$ cat src/rtl/sram_arbiter.sv
// Two-requester arbiter in front of the single SRAM controller.
// Latches the winning command, holds it until sram_ready, returns one-cycle ready.
module sram_arbiter #(
  parameter int ADDR_WIDTH     = 32,
  parameter int DATA_WIDTH     = 32,
  parameter int FIXED_PRIORITY = 0
) (
  input  logic                  clk,
  input  logic                  rst,
  input  logic                  m0_rd_en,
  input  logic                  m0_wr_en,
  input  logic [ADDR_WIDTH-1:0] m0_address,
  input  logic [DATA_WIDTH-1:0] m0_write_data,
  output logic                  m0_ready,
  output logic [DATA_WIDTH-1:0] m0_read_data,
  input  logic                  m1_rd_en,
  input  logic                  m1_wr_en,
  input  logic [ADDR_WIDTH-1:0] m1_address,
  input  logic [DATA_WIDTH-1:0] m1_write_data,
  output logic                  m1_ready,
  output logic [DATA_WIDTH-1:0] m1_read_data,
  output logic                  sram_rd_en,
  output logic                  sram_wr_en,
  output logic [ADDR_WIDTH-1:0] sram_address,
  output logic [DATA_WIDTH-1:0] sram_write_data,
  input  logic                  sram_ready,
  input  logic [DATA_WIDTH-1:0] sram_read_data
);

  typedef enum logic [1:0] {
    IDLE,
    GRANT,
    DONE
  } state_t;

  state_t state, state_nxt;

  logic                  owner;
  logic                  last_grant;
  logic                  cmd_rd;
  logic                  cmd_wr;
  logic [ADDR_WIDTH-1:0] cmd_addr;
  logic [DATA_WIDTH-1:0] cmd_wdata;

  logic                  req0;
  logic                  req1;
  logic                  grant_id;
  logic                  win_rd;
  logic                  win_wr;
  logic [ADDR_WIDTH-1:0] win_addr;
  logic [DATA_WIDTH-1:0] win_wdata;
  logic                  do_grant;

  assign req0     = m0_rd_en | m0_wr_en;
  assign req1     = m1_rd_en | m1_wr_en;
  assign do_grant = (state == IDLE) && (req0 || req1);

  // A simultaneous rd/wr from one requester is treated as a write.
  always_comb begin
    grant_id = 1'b0;
    if (req0 && req1) begin
      grant_id = (FIXED_PRIORITY != 0) ? 1'b0 : ~last_grant;
    end else begin
      grant_id = req1;
    end
  end

  always_comb begin
    win_rd    = m0_rd_en & ~m0_wr_en;
    win_wr    = m0_wr_en;
    win_addr  = m0_address;
    win_wdata = m0_write_data;
    if (grant_id) begin
      win_rd    = m1_rd_en & ~m1_wr_en;
      win_wr    = m1_wr_en;
      win_addr  = m1_address;
      win_wdata = m1_write_data;
    end
  end

  always_comb begin
    state_nxt = state;
    unique case (state)
      IDLE:    if (req0 || req1) state_nxt = GRANT;
      GRANT:   if (sram_ready) state_nxt = DONE;
      DONE:    state_nxt = IDLE;
      default: state_nxt = IDLE;
    endcase
  end

  always_ff @(posedge clk or posedge rst) begin
    if (rst) begin
      state <= IDLE;
    end else begin
      state <= state_nxt;
    end
  end

  always_ff @(posedge clk or posedge rst) begin
    if (rst) begin
      owner        <= 1'b0;
      last_grant   <= 1'b1;
      cmd_rd       <= 1'b0;
      cmd_wr       <= 1'b0;
      cmd_addr     <= '0;
      cmd_wdata    <= '0;
      m0_read_data <= '0;
      m1_read_data <= '0;
    end else begin
      if (do_grant) begin
        owner      <= grant_id;
        last_grant <= grant_id;
        cmd_rd     <= win_rd;
        cmd_wr     <= win_wr;
        cmd_addr   <= win_addr;
        cmd_wdata  <= win_wdata;
      end
      if (state == GRANT && sram_ready && cmd_rd) begin
        if (owner) begin
          m1_read_data <= sram_read_data;
        end else begin
          m0_read_data <= sram_read_data;
        end
      end
    end
  end

  assign sram_rd_en      = (state == GRANT) & cmd_rd;
  assign sram_wr_en      = (state == GRANT) & cmd_wr;
  assign sram_address    = cmd_addr;
  assign sram_write_data = cmd_wdata;

  assign m0_ready = ~req0 | ((state == DONE) & ~owner);
  assign m1_ready = ~req1 | ((state == DONE) & owner);

endmodule

$ cat config.mk
export PLATFORM = sky130hd
export DESIGN_NAME = sram_arbiter
export DESIGN_NICKNAME = d
export VERILOG_FILES = /design/src/rtl/sram_arbiter.sv
export SDC_FILE = /design/constraint.sdc
export NUM_CORES = 1
export LEC_CHECK = 0
export CAP_MARGIN = 0
export CORE_MARGIN = 1.5
export CORE_UTILIZATION = 40
export DETAILED_ROUTE_END_ITERATION = 7
export GPL_TIMING_DRIVEN = 0
export PLACE_DENSITY = 0.84
export SLEW_MARGIN = 25
export SYNTH_ARGS = -nofsm -noshare
export SYNTH_HDL_FRONTEND = slang
export SYNTH_SLANG_ARGS = --single-unit
$ cat constraint.sdc
create_clock -name clk -period 12 [get_ports clk]
set_input_delay 3 -clock clk [delete_from_list [all_inputs] [get_ports clk]]
set_output_delay 3 -clock clk [all_outputs]
set_load 0.01 [all_outputs]
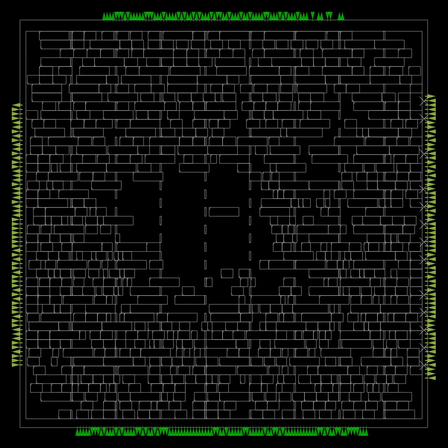
Fig. 1. Placement view (run 1).
core region area: 14600 µm²
row count: 44

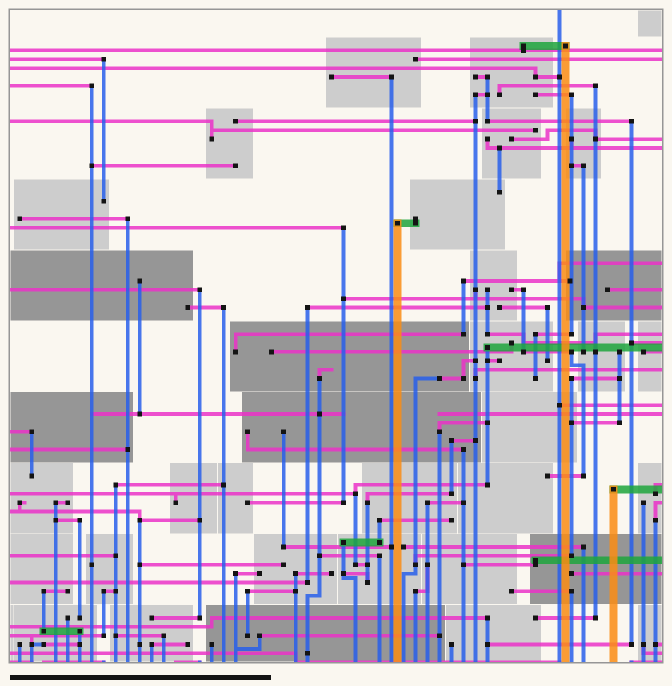
Fig. 2. Zoomed window (run 1).
Bar = 10 µm. Window x 50 to 75, y 25 to 50 µm. Cells in gray, sequential cells in the stronger gray; small squares are vias.
Key: blue = met2; green = met3; magenta = met1; orange = met4
Netlist names of flops here include sram_address (4), sram_write_data (2). Most frequent: clkdlybuf4s50_1 (9), dfrtp_1 (6), a2bb2oi_1 (5). Sequential cells in the window: 6. 31 logic cells have their middle in the window.

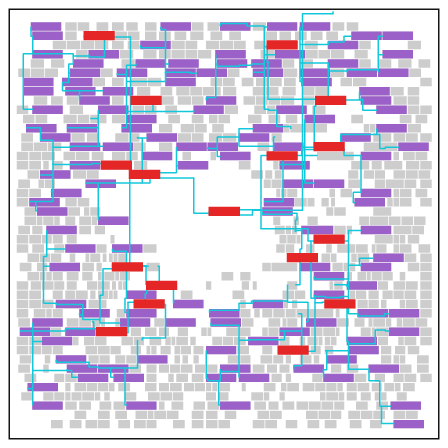
Fig. 3. Clock distribution (run 1).
Key: cyan = clock wires [length 1760 µm]; red = cells driving clock nets [count 17]; purple = flip-flops [count 134]
Position of the flops: all over the die.

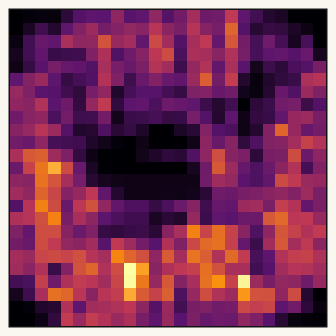
Fig. 4. Routed metal per tile (run 1).
25 x 25 tiles, from black (low) to pale yellow (high), scaled to the fullest tile. Values are wire area over tile area, all layers added.
The emptiest ninth of the die: middle. 17% of the tiles are over half the peak. The fullest tile reaches 0.66. The mean over all tiles is 0.21. 5.3% of the tiles are nearly empty.

[run 1: final cells by class]
| type | count | area [µm²] | share of cell area (%) |
|---|---|---|---|
| Clock buffer | 19 | 453 | 4.57 |
| Tap cell | 184 | 230 | 2.32 |
| Inverter | 3 | 18.8 | 0.189 |
| Buffer | 55 | 268 | 2.70 |
| Timing Repair Buffer | 299 | 3010 | 30.4 |
| Clock inverter | 12 | 168 | 1.69 |
| Multi-Input combinational cell | 284 | 2410 | 24.3 |
| Sequential cell | 134 | 3350 | 33.9 |
[run 1: cells in the mapped netlist, types with 2 or more instances]
| library cell | n | area, µm² |
|---|---|---|
| sky130_fd_sc_hd__buf_1 | 4 | 15.0 |
| sky130_fd_sc_hd__mux2_2 | 39 | 439 |
| sky130_fd_sc_hd__o22ai_1 | 2 | 12.5 |
| sky130_fd_sc_hd__o21ai_0 | 66 | 330 |
| sky130_fd_sc_hd__o21ai_1 | 2 | 10.0 |
| sky130_fd_sc_hd__a311oi_1 | 64 | 561 |
| sky130_fd_sc_hd__buf_2 | 19 | 95.1 |
| sky130_fd_sc_hd__a2bb2oi_2 | 9 | 135 |
| sky130_fd_sc_hd__a2bb2oi_1 | 55 | 482 |
| sky130_fd_sc_hd__and2_1 | 3 | 18.8 |
| sky130_fd_sc_hd__buf_4 | 8 | 60.1 |
| sky130_fd_sc_hd__mux2_1 | 25 | 282 |
| sky130_fd_sc_hd__nand2_1 | 2 | 7.51 |
| sky130_fd_sc_hd__nor2_1 | 2 | 7.51 |
| sky130_fd_sc_hd__clkbuf_1 | 23 | 86.3 |
| sky130_fd_sc_hd__dfrtp_1 | 133 | 3330 |
| sky130_fd_sc_hd__or2_1 | 2 | 12.5 |
| sky130_fd_sc_hd__inv_1 | 3 | 11.3 |
[run 1: final timing paths]
kind	end	slack, ps
worst min register to register	m0_read_data[17]	490
worst min-delay path	m0_read_data[17]	490
max in group asynchronous	m1_read_data[11]	8280
min in group asynchronous	sram_write_data[28]	3010
worst max register to register	sram_write_data[5]	10180
worst max-delay path	m1_ready	4030
[run 1: report_power, final]
| group | switching (mW) | internal [mW] |
|---|---|---|
| Combinational | 0.550 | 0.749 |
| Clock | 0.206 | 0.341 |
| Sequential | 0.137 | 0.686 |
[run 1: cell families after synthesis]
group	Yosys count
buf+inv	58
simple gates	16
compound gates	204
mux	64
flops	134
[run 1: state kept, by name, indices dropped and copies added (netlist names)]
register	count
m0_read_data	32
m1_read_data	32
sram_address	32
sram_write_data	32
state	2
cmd_rd	1
cmd_wr	1
last_grant	1
owner	1
[run 1: per-layer routing]
| layer | part of all wire (%) | vias up |
|---|---|---|
| met2 | 51 | 291 |
| met3 | 6.7 | 49 |
| met5 | 0 | - |
| li1 | - | 2513 |
| met1 | 40 | 2760 |
| met4 | 3.1 | 0 |
[run 1: per-stage QoR]
stage                     worst slack, ps  power, mW  std cells
final                                4030       2.67        990
after global routing                 3900       2.80        990
after floorplan                      5300       1.44        476
after CTS                            4030       2.68        990
after detailed placement             4040       2.12        959
after global placement               3730       2.07        958
==> run notes, run 1 <==
Notes from the flow run.

GRT:
- The run gives the number of antenna violations at the first check in global routing as 0.
- In the global route stage, met2 resource usage came out at 44.1%.
- Entering global routing, the biggest net connects 74 pins.

Yosys:
- The run gives the yosys stat cell total as 476.
- The run puts the post-synth net total at 643.
- The run puts the mean post-synth cell area at 12.7 µm².
- The run gives the largest combinational cell category by area as AND-OR/OR-AND gates.
- The run puts the synthesized-area fraction occupied by ao, oa, aoi and oai cells at 26.1%.
- The synthesized netlist devotes 1.84% of its cell area to simple gates.
- The commonest register cell is sky130_fd_sc_hd__dfrtp_1.
- The run gives the number of flops mapped to enable cells by yosys as 0.

Final timing:
- The run gives the post-layout period usage of the worst path as 66.4%.
- The run gives the hold slack as 486 ps.
- The run gives the maximum clock frequency as 0.126 GHz.
- Setup total negative slack on the finished layout was measured at 0 ps.
- The run gives the number of slew-limit violations in the final report as 0.

Detailed routing:
- Per the detail_route report, DRC violations left total 13.
- The run puts the detailed-route wire length per cell at 20.7 µm.
- The run gives the routed via count divided by cell count as 5.67.
- The run gives the number of nets still failing antenna checks after routing as 0.
- The run puts the total vias in the final route at 5613.
- The run puts the detailed-routing iteration count for the pre-antenna-repair pass at 8.
- The run gives the initial DRC count as 351.

Die:
- In this run the full chip footprint comes out at 15800 µm².
- During I/O placement, the number of pins put on the boundary was 299.
- The run puts the die height at 126 µm.

Setup path:
- The slowest stage of the critical path is the sky130_fd_sc_hd__clkdlybuf4s50_1 cell.
- The arrival time of data at the worst endpoint is listed as 4970 ps.
- The run puts the highest fanout seen on the critical path at 10.
- Per STA, the worst path is made up of clkdlybuf4s50_1 > or2_1 > buf_2 > buf_2 > o21ai_0 > clkdlybuf4s50_1.
- STA classifies the critical path endpoint as a primary output.
- The run puts the largest incremental delay on the critical path at 600 ps.
- The run gives the first element of the critical path as m1_wr_en.

Clocking:
- The run gives the clock latency on the worst-skew pair as 410 ps.
- The run gives the CTS tree as done.
- Clock-pin slew was measured on the worst setup and hold paths at 60 ps.
- The run gives the maximum buffer depth of the clock tree as 2.
- The run gives the number of H-tree levels as 4.
- The run puts the number of clock sinks at 134.

Min path:
- The worst hold path belongs to the class reg -> reg.
- The report gives the cell count of the worst hold path as 1.

Placed design:
- The placed instances occupy a cell area of 9290 µm².
- Detailed placement finished with a half-perimeter wire length of 14900 µm.
- The run puts the last weighted congestion value of the routability-driven placer at 0.890.

Run status:
- The run finished, with violations left.
- The final reports fail on DRC.

Run:
- The tool warning count for the run is 26.
- In this run the maximum-capacitance check reported violations numbering 0.

Cells and area:
- The run gives the fraction of final layout cells sized beyond drive strength 1 as 14.0%.
- Per the run report, area growth between synthesis and finish was 64.0%.
- After the last flow step, the layout net total stands at 961.
- The most common logic cells in the final layout are sky130_fd_sc_hd__clkdlybuf4s50_1, sky130_fd_sc_hd__dfrtp_1, sky130_fd_sc_hd__o21ai_0, sky130_fd_sc_hd__a311oi_1, sky130_fd_sc_hd__a2bb2oi_1.
- 0 antenna diodes ended up in the layout.
==> run 2: changes to the inputs <==
==> constraint.sdc (replaced) <==
create_clock -name clk -period 7.9 [get_ports clk]
set_input_delay 1.975 -clock clk [delete_from_list [all_inputs] [get_ports clk]]
set_output_delay 1.975 -clock clk [all_outputs]
set_load 0.01 [all_outputs]
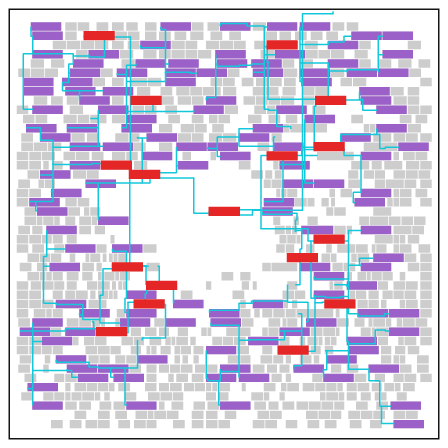
Fig. 5. Clock distribution (run 2).
Key: cyan = clock wires [length 1760 µm]; purple = flip-flops [count 134]; red = cells driving clock nets [count 17]
There are 18 routed clock nets.

==> run 2 against run 1 <==
Effect of this change:
- critical path depth stayed put
- via count stayed put
- the flow still finishes with violations (DRC)
- cell area stayed put
- flip-flop count is the same
- sequential share of layout area is the same
==> run notes, run 2 <==
Notes from the flow run.

Clocking:
- The clock latency on the worst-skew pair was 410 ps (about the same).
- The run puts the number of clock sinks at 134 (unchanged).
- TritonCTS built the clock tree.
- The run puts the clock-pin transition on the worst setup and hold timing paths at 60 ps (about the same).

Detailed routing:
- The run puts the residual DRC count at 13 (unchanged).
- The routed via count divided by cell count is 5.67 (unchanged).
- The initial DRC count was 351 (unchanged).
- The run gives the detailed-route wire length per cell as 20.7 µm (unchanged).
- The number of nets still failing antenna checks after routing is 0 (unchanged).

Run:
- The run gives the tally of OpenROAD warnings as 26 (unchanged).

Die:
- The core region area came to 14600 µm² (unchanged).
- The run puts the number of placement rows at 44 (unchanged).
- The run gives the die height as 126 µm (unchanged).
- The area of the chip was 15800 µm² (unchanged).

Cells and area:
- The run gives the number of antenna cells inserted as 0 (unchanged).
- The run gives the net count reported at finish as 961 (unchanged).
- By instance count after routing, the leading logic cell types are sky130_fd_sc_hd__clkdlybuf4s50_1, sky130_fd_sc_hd__dfrtp_1, sky130_fd_sc_hd__o21ai_0, sky130_fd_sc_hd__a311oi_1, sky130_fd_sc_hd__a2bb2oi_1.

Power:
- The run gives the net switching power figure as 1.36 mW (+52%).
- The run gives the cell-internal power as 2.70 mW (+52%).
- The run gives the register share of total power as 30.8% (about the same).

Yosys:
- The run puts the yosys stat cell total at 476 (unchanged).
- The run gives the post-synth net total as 643 (unchanged).
- Sorting the synthesized cells by area gives the leading types as sky130_fd_sc_hd__dfrtp_1, sky130_fd_sc_hd__a311oi_1, sky130_fd_sc_hd__a2bb2oi_1.
- The number of flops mapped to enable cells by yosys was 0 (unchanged).
- For this run, the leading register cell type out of synthesis is sky130_fd_sc_hd__dfrtp_1.
- The most frequently used library cell after synthesis is sky130_fd_sc_hd__dfrtp_1.
- By count the netlist is led by sky130_fd_sc_hd__dfrtp_1, sky130_fd_sc_hd__o21ai_0, sky130_fd_sc_hd__a311oi_1.

Placed design:
- The post-place instance area is 9290 µm² (unchanged).
- The run gives the last weighted congestion value of the routability-driven placer as 0.890 (unchanged).

Final timing:
- The run gives the number of slew-limit violations in the final report as 0 (unchanged).
- The run gives the post-layout period usage of the worst path as 74.9%.

Run status:
- The checks that failed: DRC.
- The run finished, with violations left.

Min path:
- The run gives the hold-critical path depth as 1 (unchanged).
- The worst hold path belongs to the class reg -> reg.

Setup path:
- For reference, the critical path cell chain is clkdlybuf4s50_1 > or2_1 > buf_2 > buf_2 > o21ai_0 > clkdlybuf4s50_1.
- The run gives the largest incremental delay on the critical path as 600 ps (about the same).
- The run puts the highest fanout seen on the critical path at 10 (unchanged).
- For this design, the slowest cell found on the critical path is sky130_fd_sc_hd__clkdlybuf4s50_1.

GRT:
- The number of antenna violations at the first check in global routing was 0 (unchanged).
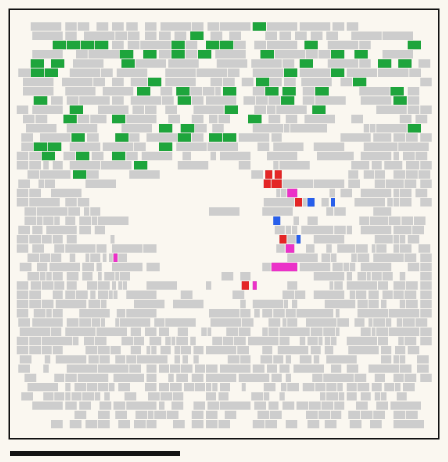
Fig. 6. Selected gate families (run 2).
Bar = 50 µm.
Key: blue = NAND gates [cells 4]; red = AND and OR gates [cells 7]; magenta = NOR gates [cells 5]; green = multiplexers [cells 64, where a band across the top]

[run 2: cell counts after synthesis]
No cell type changed its count.
[run 2: area by class of cell]
class | count | area, µm² | share of cell area, %
multi-input combinational | 284 | 2410 | 24.3
tap | 184 | 230 | 2.32
clock inverter | 12 | 168 | 1.69
inverter | 3 | 18.8 | 0.189
sequential | 134 | 3350 | 33.9
clock buffer | 19 | 453 | 4.57
timing repair buffer | 299 | 3010 | 30.4
buffer | 55 | 268 | 2.70
[run 2: final timing paths]
path / to / slack, ps / start
max: m1_ready / 1980 / m1_wr_en
min: m0_read_data[17] / 490 / m0_read_data[17]
max reg2reg: sram_write_data[5] / 6080 / last_grant
min reg2reg: m0_read_data[17] / 490 / m0_read_data[17]
max in group asynchronous: m1_read_data[11] / 5200 / rst
min in group asynchronous: sram_write_data[28] / 1990 / rst
[run 2: power groups by stage]
stage	clock [mW]	combinational, mW	sequential (mW)
finish	0.831	1.97	1.25
global route	0.874	2.09	1.29
CTS	0.848	1.98	1.25
detailed placement	0	1.97	1.25
global placement	0	1.92	1.23
floorplan	0	0.813	1.38
[run 2: critical path, delay by kind of cell]
| family | cells | cell delay (ps) |
|---|---|---|
| buf+inv | 4 | 1650 |
| compound gates | 1 | 110 |
| simple gates | 1 | 200 |
[run 2: logic make-up after synthesis]
| kind of cell | synth area share [%] |
|---|---|
| buf+inv | 4.62 |
| mux | 11.9 |
| flops | 55.5 |
| simple gates | 1.84 |
| compound gates | 26.1 |
[run 2: routing by layer]
metal  routed length [µm]  track usage [%]  share of wire, %
met1                 8120             31.4                40
met2                10400             44.1                51
met3                 1370             5.99               6.7
met4                  643             11.8               3.1
met5                    0                0                 0
[run 2: stage by stage]
step	setup WS, ps	std cells	hold slack (ps)	util, %
4_1_cts	1980	990	488	67.7
3_5_place_dp	1990	959	475	63.4
2_1_floorplan	2340	476	452	-
5_1_grt	1850	990	518	67.7
3_3_place_gp	653	958	469	63.2
6_report	1980	990	486	67.7
Power is estimated from default activity; no workload was simulated.
